**Run 1: power grid**

Pins as bars on the die edge. Tap cells in grey.
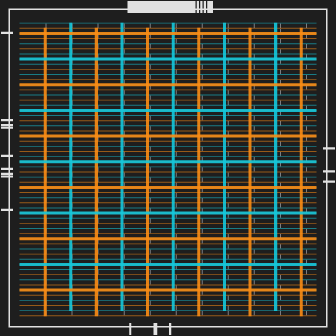
**Run 1: cell classes on the final placement**

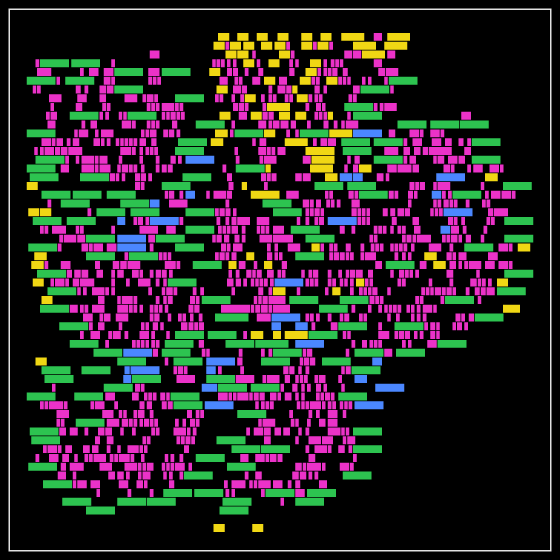
**Run 1: clock distribution**

The bar under the picture is 50 µm long.
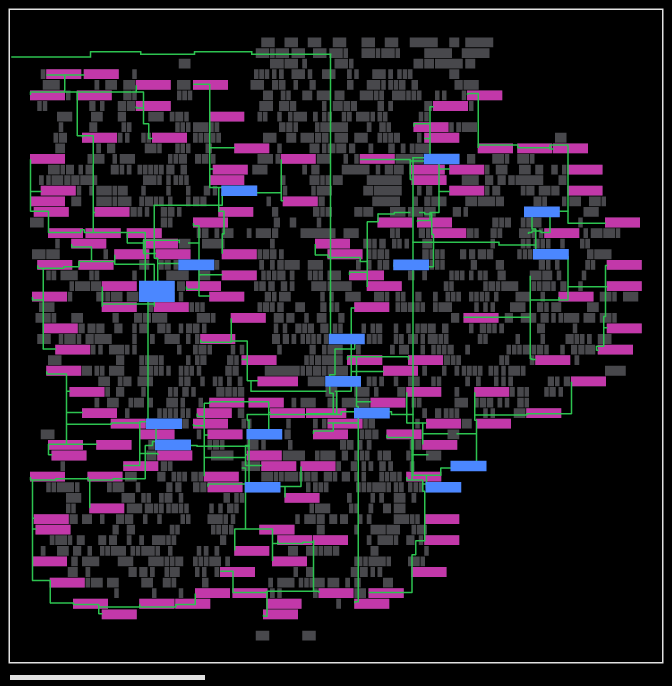
**Run 1: routed metal, one colour a layer**

The bar under the picture is 50 µm long.
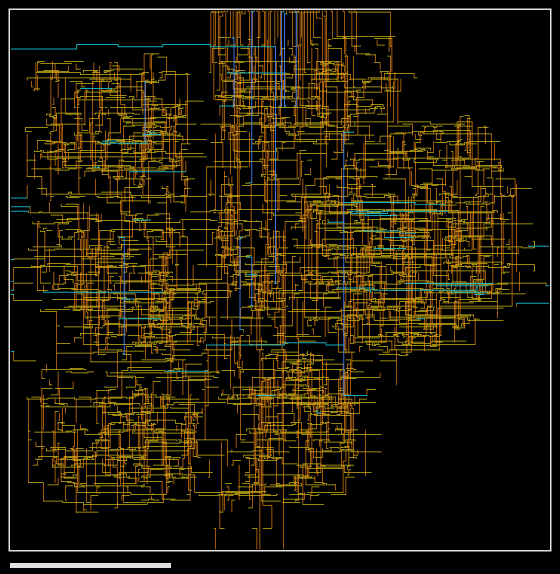
Design buzzer_arbiter, sky130hd; sources not shown.
==> impl_metrics.csv, run 1 <==
group,metric,value,unit
drt,routed.top_layer,"met4",
drt,dr_wl_met2,9.76,mm
global_routing,use_met1,20.9,%
timing,tightest_slew,0.913,ns
logic_synthesis,synth_top_area_share,40.7,%
floorplan,nWellTaps,324,
power,internal_power,0.00491,W
drt,drt-initial-drc-count,512,
power,finalPower,0.00724,W
critical_path,rrSetupSlack,0.12,ns
run,warning_count,33,
timing,finalClockPeriodUsage,101,%
logic_synthesis,synth_nets,1212,
clock_network,cts_buffers,17,
floorplan,core_area,24400,µm²
global_routing,use_met2,24.2,%
timing,hold_viol_final,0,
critical_path,critPathArrivalTime,1.66,ns
critical_path,slowest_stage,"dfrtp_4",
timing,finalSetupTns,-0.180,ns
drt,met3_length,577,µm
cells_and_area,seqCellArea,3540,µm²
outcome,violations,"negative setup slack",
timing,setup_ws,-0.0306,ns
clock_network,cts_root_buffer,"clkbuf_16",
critical_path,path_class,"flop to output pin",
logic_synthesis,ys_sh_mux,0,%
floorplan,fp_util,35.6,%
timing,fin_crit,2.13,ns
min_path,holdCritPathClass,"flop to flop",
cells_and_area,diodes,0,
place,post-place-ws,-0.620,ns
power,sequentialPower,0.00294,W
critical_path,worstSetupStartpointType,"flop",
clock_network,cts.repair.resized,125,
clock_network,post-cts-setup-buffer-count,4,
power,switching_power,0.00232,W
cells_and_area,biggestCellCategory,"multi-input combinational cells",
drt,drtPass1Iterations,5,
logic_synthesis,yosys-top-cells-count,"nand2_1 (264), nor2_1 (203), inv_1 (152)",
logic_synthesis,simple_gate_share,38.3,%
critical_path,endpoint_kind,"output pin",
clock_network,postCtsHoldBufs,0,
outcome,status,"finished, violations left",
timing,setup_violations,10,
floorplan,io_pins,61,
global_routing,grt_max_degree,26,
power,power_frac_seq,40.6,%
drt,viasPerCell,4.61,
Notes on 'power grid' above:
legend:
  orange:
    net: VSS
  cyan:
    net: VDD
tap cells: 324
met5 straps: 11
signal pins: 61
rows: 57
met1 rails: 58
Die Y: 167 µm
Worst IR Drop VDD: 0.503 mV

Notes on 'cell classes on the final placement' above:
legend:
  magenta:
    class: all other logic
    cells: 1009
    share_of_their_area: 51%
  blue:
    class: clock drivers and dummy loads
    cells: 32
    share_of_their_area: 5.5%
  green:
    class: flip-flops
    cells: 141
    share_of_their_area: 35%
  yellow:
    class: other buffers and delay cells
    cells: 78
    share_of_their_area: 8.9%
sequential share of cell area: 33.3%
num rows: 57
Util after Layout: 43.5%

Notes on 'clock distribution' above:
legend:
  green:
    item: clock wires
    length: 2090 µm
  magenta:
    item: flip-flops
    count: 141
  blue:
    item: cells driving clock nets
    count: 17
routed clock nets: 18
flops lie: spread over the die
Clk power: 0.00289 W
clk_lat worst skew: 0.44 ns
Clk network pwr share: 39.9%

Notes on 'routed metal, one colour a layer' above:
legend:
  yellow:
    layer: met1
    wire_length: 9850 µm
  cyan:
    layer: met3
    wire_length: 577 µm
  blue:
    layer: met4
    wire_length: 414 µm
  orange:
    layer: met2
    wire_length: 9760 µm
Tot GR Track Use: 15.2%
total wire length: 20.6 mm
average wire per standard cell: 13.0 µm

## Run 2: what changed since run 1
--- a/config.mk
+++ b/config.mk
@@ -7,11 +7,13 @@
 export LEC_CHECK = 0
 export ABC_AREA = 1
 export CAP_MARGIN = 20
+export CORE_ASPECT_RATIO = 2
 export CORE_MARGIN = 5
 export CORE_UTILIZATION = 35
 export CTS_CLUSTER_SIZE = 30
 export DETAILED_ROUTE_END_ITERATION = 8
 export GPL_TIMING_DRIVEN = 0
+export MAX_ROUTING_LAYER = met4
 export PLACE_DENSITY = 0.56
 export SLEW_MARGIN = 10
 export SYNTH_ARGS = -nofsm -noshare
==> run 2 against run 1 <==
The run still ends with negative setup slack left; sequential power barely moved; global-route usage grew 2.4 points; core utilization about the same; sequential cell count stayed put; non-clock buffer count down 1; clock-buffer cell count unchanged; critical endpoint is now firstPlayerFlag[0]; largest cell class unchanged.
==> impl_metrics.csv, run 2 <==
group,metric,value,unit
timing,finalClockPeriodUsage,102,%
floorplan,fp_util,35.5,%
clock_network,postCtsHoldBufs,0,
cells_and_area,fillCellCount,2504,
cells_and_area,biggestCellCategory,"multi-input combinational cells",
clock_network,cts.repair.resized,123,
logic_synthesis,yosysMostFrequentCell,"nand2_1",
floorplan,core_area,24400,µm²
logic_synthesis,ys_chip_area,8680,µm²
clock_network,insertion_delay,0.44,ns
logic_synthesis,synthCells,1160,
min_path,holdCritPathClass,"flop to flop",
global_routing,globalRoute.busiestLayer,"met2",
drt,antenna_left,0,
logic_synthesis,synthDistinctLibCells,39,
drt,routed.top_layer,"met4",
power,switching_power,0.00226,W
outcome,status,"finished, violations left",
power,p_comb_share,19.2,%
power,internal_power,0.00507,W
critical_path,critPathArrivalTime,1.68,ns
floorplan,rows,81,
power,power_frac_seq,40.1,%
critical_path,path_class,"flop to output pin",
logic_synthesis,synth_top_area_share,40.7,%
cells_and_area,largest_reg_flops,76,
place,place_area,9820,µm²
drt,wl_per_cell,14.5,µm
run,warning_count,33,
floorplan,die_h,233,µm
run,cap_violations,0,
min_path,whs_path_depth,0,
clock_network,post-cts-setup-buffer-count,3,
clock_network,cts_buffers,17,
timing,setup_violations,11,
drt,dr_wl_met2,13.5,mm
critical_path,endpoint_kind,"output pin",
drt,met3_length,471,µm
power,ir_drop,0.651,mV
logic_synthesis,ys_sh_mux,0,%
floorplan,io_pins,61,
timing,tightest_slew,0.931,ns
power,finalPower,0.00733,W
drt,drtPass1Iterations,4,
cells_and_area,diodes,0,
critical_path,slowest_stage,"dfrtp_4",
timing,finalSetupTns,-0.434,ns
critical_path,rrSetupSlack,0.14,ns
critical_path,critical_path.cell_chain,"inv_4, ha_4, clkbuf_16, nand2_4, clkinvlp_4, buf_12",
cells_and_area,seq_cells,141,
power,p_leak,4.71,nW
place,post-place-ws,-0.643,ns
global_routing,use_met1,15.8,%
critical_path,cp_top_family,"flip-flops",
clock_network,cts_root_buffer,"clkbuf_16",
power,power-top-group,"clock",
timing,hold_slack,0.300,ns
cells_and_area,seqCellArea,3540,µm²
timing,setup_ws,-0.0512,ns
global_routing,use_met2,33.4,%
cells_and_area,final_util,43.5,%
drt,drt-initial-drc-count,293,
place,hpwl,18.2,mm
power,sequentialPower,0.00294,W
cells_and_area,fin_area,10600,µm²
critical_path,cp_num_buf_inv,4,
critical_path,worstSetupStartpointType,"flop",
floorplan,nWellTaps,332,
cells_and_area,logic_gates,841,
outcome,violations,"negative setup slack",
timing,hold_viol_final,0,
drt,viasPerCell,4.70,
logic_synthesis,yosys-top-cells-count,"nand2_1 (264), nor2_1 (203), inv_1 (152)",
logic_synthesis,simple_gate_share,38.3,%
logic_synthesis,synth_nets,1212,
drt,drcViolationCount,0,
drt,via_count,7476,
global_routing,grt_max_degree,28,
power,power_density,690,nW/µm²
timing,fin_crit,2.15,ns
cells_and_area,seq-cell-share,33.3,%
clock_network,clockBufferDepth,2,
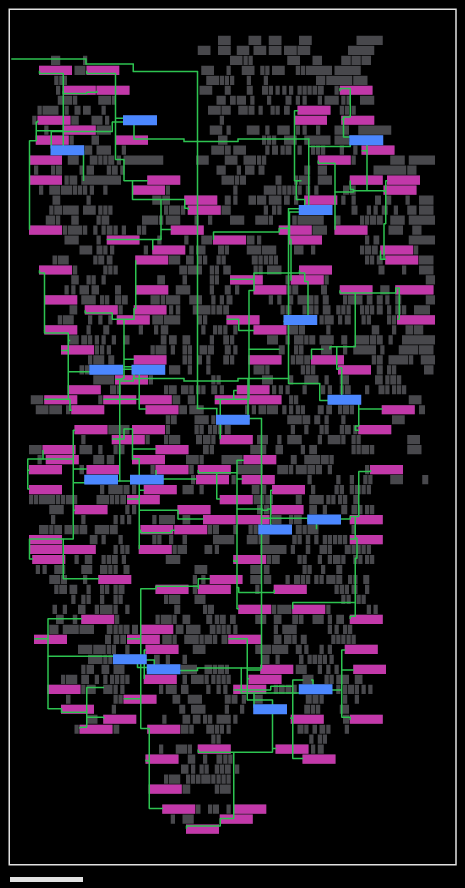
**Above:** run 2 (clock distribution).
The bar under the picture is 20 µm long.
legend:
  green:
    item: clock wires
    length: 2150 µm
  blue:
    item: cells driving clock nets
    count: 17
  magenta:
    item: flip-flops
    count: 141
flops lie: spread over the die
Clk network pwr share: 40.6%
Clk power: 0.00298 W

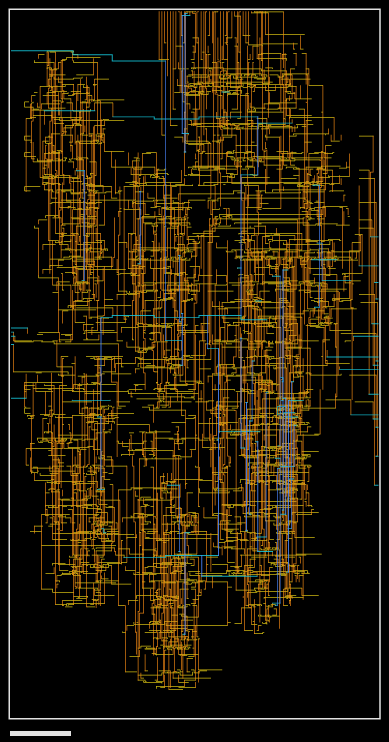
**Above:** run 2 (routed metal, one colour a layer).
The bar under the picture is 20 µm long.
legend:
  blue:
    layer: met4
    wire_length: 1180 µm
  yellow:
    layer: met1
    wire_length: 7880 µm
  cyan:
    layer: met3
    wire_length: 471 µm
  orange:
    layer: met2
    wire_length: 13500 µm
Tot GR Track Use: 17.6%
total wire length: 23.1 mm

No activity file was given, so power comes from the tool's default toggle rates.
